`src/rtl/mm_job_sequencer.sv`:
```
// Runs one matrix-multiply job: start, wait for done, stream the result
// words out as CCI-P line writes, post a status line, then drain responses.
module mm_job_sequencer #(
  parameter int N_WORDS        = 64,
  parameter int WORD_W         = 32,
  parameter int ADDR_W         = 42,
  parameter int TIMEOUT_CYCLES = 1048576
) (
  input  logic              clk,
  input  logic              reset_n,
  input  logic              cmd_valid,
  output logic              cmd_ready,
  input  logic [ADDR_W-1:0] cmd_dst_addr,
  output logic              mm_start,
  input  logic              mm_done,
  output logic [5:0]        z_rd_addr,
  input  logic [WORD_W-1:0] z_dout,
  output logic              wr_valid,
  output logic [ADDR_W-1:0] wr_addr,
  output logic [511:0]      wr_data,
  input  logic              wr_almfull,
  input  logic              wr_rsp_valid,
  output logic              busy,
  output logic              job_done,
  output logic [1:0]        status
);

  localparam int LINE_W = 512;
  localparam int WPL    = LINE_W / WORD_W;
  localparam int NL     = N_WORDS / WPL;
  localparam int SW     = $clog2(WPL);

  localparam logic [SW:0]       REQ_MAX  = (SW+1)'(WPL);
  localparam logic [SW-1:0]     SLOT_END = SW'(WPL - 1);
  localparam logic [ADDR_W-1:0] LINE_END = ADDR_W'(NL - 1);
  localparam logic [ADDR_W-1:0] STAT_OFS = ADDR_W'(NL);
  localparam logic [63:0]       TO_LAST  = 64'(TIMEOUT_CYCLES - 1);

  typedef enum logic [2:0] {
    S_IDLE,
    S_START,
    S_WAIT,
    S_FILL,
    S_ISSUE,
    S_STAT,
    S_RSP
  } state_t;

  state_t              r_state;
  logic [ADDR_W-1:0]   r_base;
  logic [63:0]         r_cyc;
  logic [5:0]          r_addr;
  logic [SW:0]         r_req;
  logic                r_pend;
  logic [SW-1:0]       r_slot;
  logic [ADDR_W-1:0]   r_line;
  logic [LINE_W-1:0]   r_buf;
  logic [1:0]          r_code;
  logic [7:0]          r_out;
  logic                r_cmd_ready;
  logic                r_mm_start;
  logic                r_wr_valid;
  logic [ADDR_W-1:0]   r_wr_addr;
  logic [LINE_W-1:0]   r_wr_data;
  logic                r_busy;
  logic                r_job_done;
  logic [1:0]          r_status;

  logic w_issue;
  logic w_rsp;

  assign w_issue = ((r_state == S_ISSUE) || (r_state == S_STAT))
                   && !wr_almfull;
  assign w_rsp   = wr_rsp_valid && (r_out != 8'd0);

  assign cmd_ready = r_cmd_ready;
  assign mm_start  = r_mm_start;
  assign z_rd_addr = r_addr;
  assign wr_valid  = r_wr_valid;
  assign wr_addr   = r_wr_addr;
  assign wr_data   = r_wr_data;
  assign busy      = r_busy;
  assign job_done  = r_job_done;
  assign status    = r_status;

  always_ff @(posedge clk or negedge reset_n) begin
    if (!reset_n) begin
      r_state     <= S_IDLE;
      r_base      <= '0;
      r_cyc       <= '0;
      r_addr      <= '0;
      r_req       <= '0;
      r_pend      <= 1'b0;
      r_slot      <= '0;
      r_line      <= '0;
      r_buf       <= '0;
      r_code      <= 2'd0;
      r_out       <= 8'd0;
      r_cmd_ready <= 1'b1;
      r_mm_start  <= 1'b0;
      r_wr_valid  <= 1'b0;
      r_wr_addr   <= '0;
      r_wr_data   <= '0;
      r_busy      <= 1'b0;
      r_job_done  <= 1'b0;
      r_status    <= 2'd0;
    end else begin
      r_mm_start <= 1'b0;
      r_wr_valid <= 1'b0;
      r_job_done <= 1'b0;

      if (w_issue && !w_rsp)
        r_out <= r_out + 8'd1;
      else if (!w_issue && w_rsp)
        r_out <= r_out - 8'd1;

      unique case (r_state)
        S_IDLE: begin
          if (cmd_valid) begin
            r_base      <= cmd_dst_addr;
            r_cyc       <= '0;
            r_line      <= '0;
            r_addr      <= '0;
            r_code      <= 2'd0;
            r_mm_start  <= 1'b1;
            r_cmd_ready <= 1'b0;
            r_busy      <= 1'b1;
            r_state     <= S_START;
          end
        end
        S_START: r_state <= S_WAIT;
        S_WAIT: begin
          if (mm_done) begin
            r_addr  <= '0;
            r_req   <= '0;
            r_pend  <= 1'b0;
            r_slot  <= '0;
            r_state <= S_FILL;
          end else if (r_cyc == TO_LAST) begin
            r_code  <= 2'd2;
            r_state <= S_STAT;
          end else if (r_cyc != '1) begin
            r_cyc <= r_cyc + 64'd1;
          end
        end
        S_FILL: begin
          // read data trails its address by one cycle
          if (r_req != REQ_MAX) begin
            r_addr <= r_addr + 6'd1;
            r_req  <= r_req + 1'b1;
          end
          r_pend <= (r_req != REQ_MAX);
          if (r_pend) begin
            r_buf[r_slot*WORD_W +: WORD_W] <= z_dout;
            r_slot <= r_slot + 1'b1;
            if (r_slot == SLOT_END)
              r_state <= S_ISSUE;
          end
        end
        S_ISSUE: begin
          if (!wr_almfull) begin
            r_wr_valid <= 1'b1;
            r_wr_addr  <= r_base + r_line;
            r_wr_data  <= r_buf;
            r_line     <= r_line + 1'b1;
            if (r_line == LINE_END) begin
              r_code  <= 2'd1;
              r_state <= S_STAT;
            end else begin
              r_req   <= '0;
              r_state <= S_FILL;
            end
          end
        end
        S_STAT: begin
          if (!wr_almfull) begin
            r_wr_valid <= 1'b1;
            r_wr_addr  <= r_base + STAT_OFS;
            r_wr_data  <= {384'd0, r_cyc, 62'd0, r_code};
            r_state    <= S_RSP;
          end
        end
        S_RSP: begin
          if (r_out == 8'd0) begin
            r_job_done  <= 1'b1;
            r_status    <= r_code;
            r_cmd_ready <= 1'b1;
            r_busy      <= 1'b0;
            r_state     <= S_IDLE;
          end
        end
        default: r_state <= S_IDLE;
      endcase
    end
  end

endmodule
```
`config.mk`:
```
export PLATFORM = sky130hd
export DESIGN_NAME = mm_job_sequencer
export DESIGN_NICKNAME = d
export VERILOG_FILES = /design/src/rtl/mm_job_sequencer.sv
export SDC_FILE = /design/constraint.sdc
export NUM_CORES = 2
export LEC_CHECK = 0
export CORE_MARGIN = 4
export CORE_UTILIZATION = 35
export DETAILED_ROUTE_END_ITERATION = 10
export PLACE_DENSITY = 0.62
export SLEW_MARGIN = 20
export SYNTH_ARGS = -nofsm -noshare
export SYNTH_HDL_FRONTEND = slang
export SYNTH_SLANG_ARGS = --single-unit
```
`constraint.sdc`:
```
create_clock -name clk -period 11.4 [get_ports clk]
set_clock_uncertainty 0.15 [all_clocks]
set_input_delay 2.28 -clock clk [delete_from_list [all_inputs] [get_ports clk]]
set_output_delay 2.28 -clock clk [all_outputs]
set_load 0.01 [all_outputs]
```
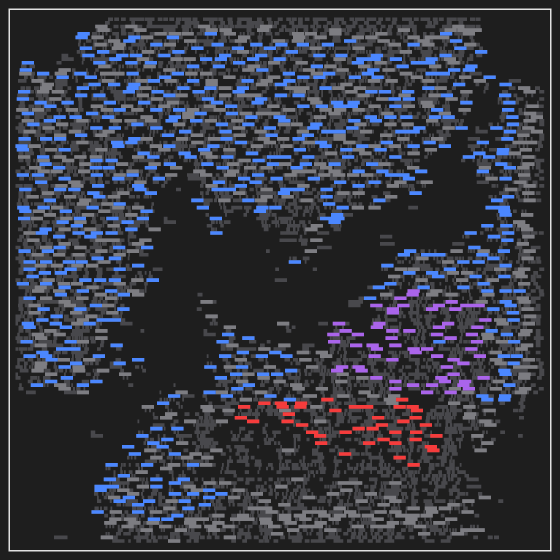
Fig. 1. Register map, names as in the netlist.
Other sequential cells in the stronger grey, the rest of the logic in the fainter grey.
| colour | netlist name | placed flops |
|---|---|---|
| blue | r_buf | 512 |
| red | r_line | 42 |
| purple | r_cyc | 64 |
not coloured: 632

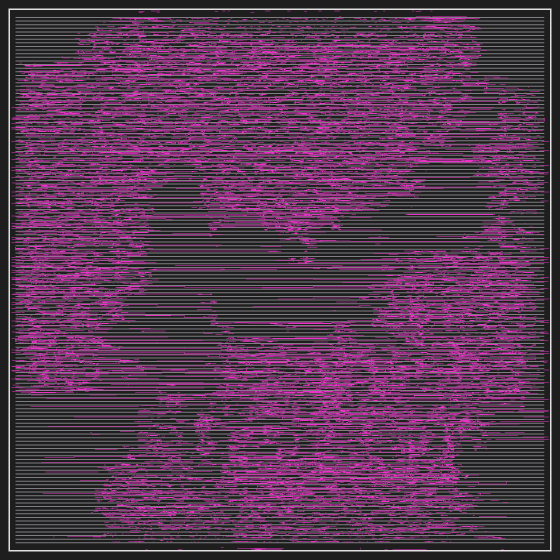
Fig. 2. The metal 1 layer.
Supply wires on this layer in grey.
nets with wire on the layer: 6017
main direction: horizontal
share of all routed wire: 43%

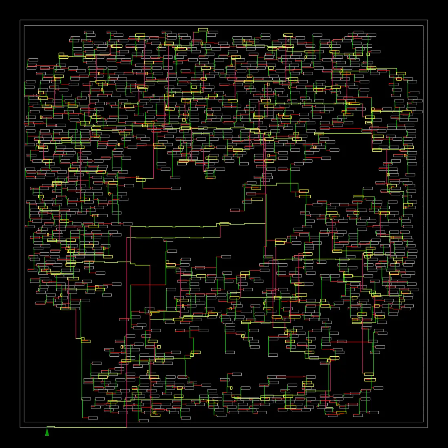
Fig. 3. Clock routing.
number of clock buffers in the layout: 207
Seq Cell Count: 1250
Clock net power: 4.80 mW

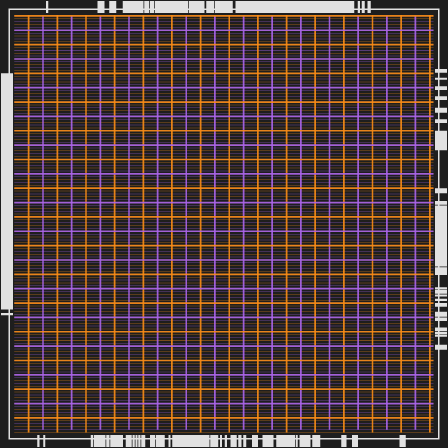
Fig. 4. PDN straps and rails.
Pins as bars on the die edge.
| colour | net |
|---|---|
| purple | VDD |
| orange | VSS |
rows: 145
signal pins: 647
met4 straps: 29
met1 rails: 146

==> impl_metrics.yaml <==
# flow metrics
setup_path:
  rr_startpoint: "r_slot[0]$_DFFE_PN0P_"
  cp_slowest_stage_delay_ps: 950
  path_class: "primary input to register"
layout:
  num-nets-final: 6552
  buffer_area_frac: 0.101
  lay_top_cells: "nand2_1 (2088), dfrtp_1 (1248), clkdlybuf4s50_1 (616), o21ai_0 (481), nand3b_1 (450)"
  drive_gt1_frac: 0.0770
  fin_util: 0.436
  layout_top_cell: "nand2_1"
  syn2layout_area_growth_pct: 23.5
routing:
  firstDrtPassIters: 6
  wl_mm: 198
  post_drt_via_cell_ratio: 5.20
  wl_per_cell_um: 23.1
  drt_iter0_drc: 4019
pwr:
  pwr-share-seq: 0.383
  p_comb_frac: 0.346
  power.switching_mw: 6.51
  leakage_nw: 31.6
  powerDensity_mw_per_mm2: 260
  p_seq_mw: 6.79
  p_int_mw: 11.2
  largestPowerGroup: "sequential cells"
outcome:
  status: "finished clean"
global_routing:
  grt_pass1_wl_mm: 293
min_path:
  min_path_type: "register to register"
sta:
  finalClockPeriodUsage: 0.453
  slew_headroom: 0.117
  setup_violations: 0
  fmax_mhz: 194
  final_hold_viol_count: 0
  slew_viol_final: 0
  rsz0062_at_grt: "false"
  holdWs_ps: 311
cts:
  cts-buffers-inserted: 145
  worstSkewPairLatency_ps: 780
  cts_root_buffer: "clkbuf_16"
  cts.hold.buffers_added: 0
  cts_tree: "yes"
placed_design:
  place_ws_ps: 5570
  gp_congestion: 0.850
synthesis:
  ys_top_logic_family: "simple AND/OR/NAND/NOR gates"
  adder_share: 0.0141
  ys_sh_xor: 0.0252
  yosysChipArea_mm2: 0.0553
  netlist_top_cells_count: "nand2_1 (2099), dfrtp_1 (1249), o21ai_0 (481), nand3b_1 (450), clkbuf_1 (396)"
  synth.most_common_cell: "nand2_1"
  ys.flops: 1250
floorplan:
  nWellTaps: 2058
  fp_util: 0.353
## critical path: cells and delay by family
family / cells / cell delay (ps)
buf+inv: 4 / 2550
simple gates: 3 / 430
## state kept, by name (all words and copies together) (netlist names), 2 cells and up
register	count
r_req	5
wr_data	512
r_base	42
status	2
r_line	42
r_slot	4
r_state	3
r_cyc	64
r_code	2
wr_addr	42
r_buf	512
z_rd_addr	6
r_out	8
## routing by layer
| metal | vias up | global-route usage | routed length [um] |
|---|---|---|---|
| li1 | 20700 | - | - |
| met1 | 22300 | 0.322 | 84800 |
| met2 | 1387 | 0.373 | 91900 |
| met3 | 293 | 0.0592 | 14600 |
| met4 | 0 | 0.0810 | 7060 |
| met5 | - | 0 | 0 |
Power figures rest on the tool's default switching activity, not on a simulated workload.
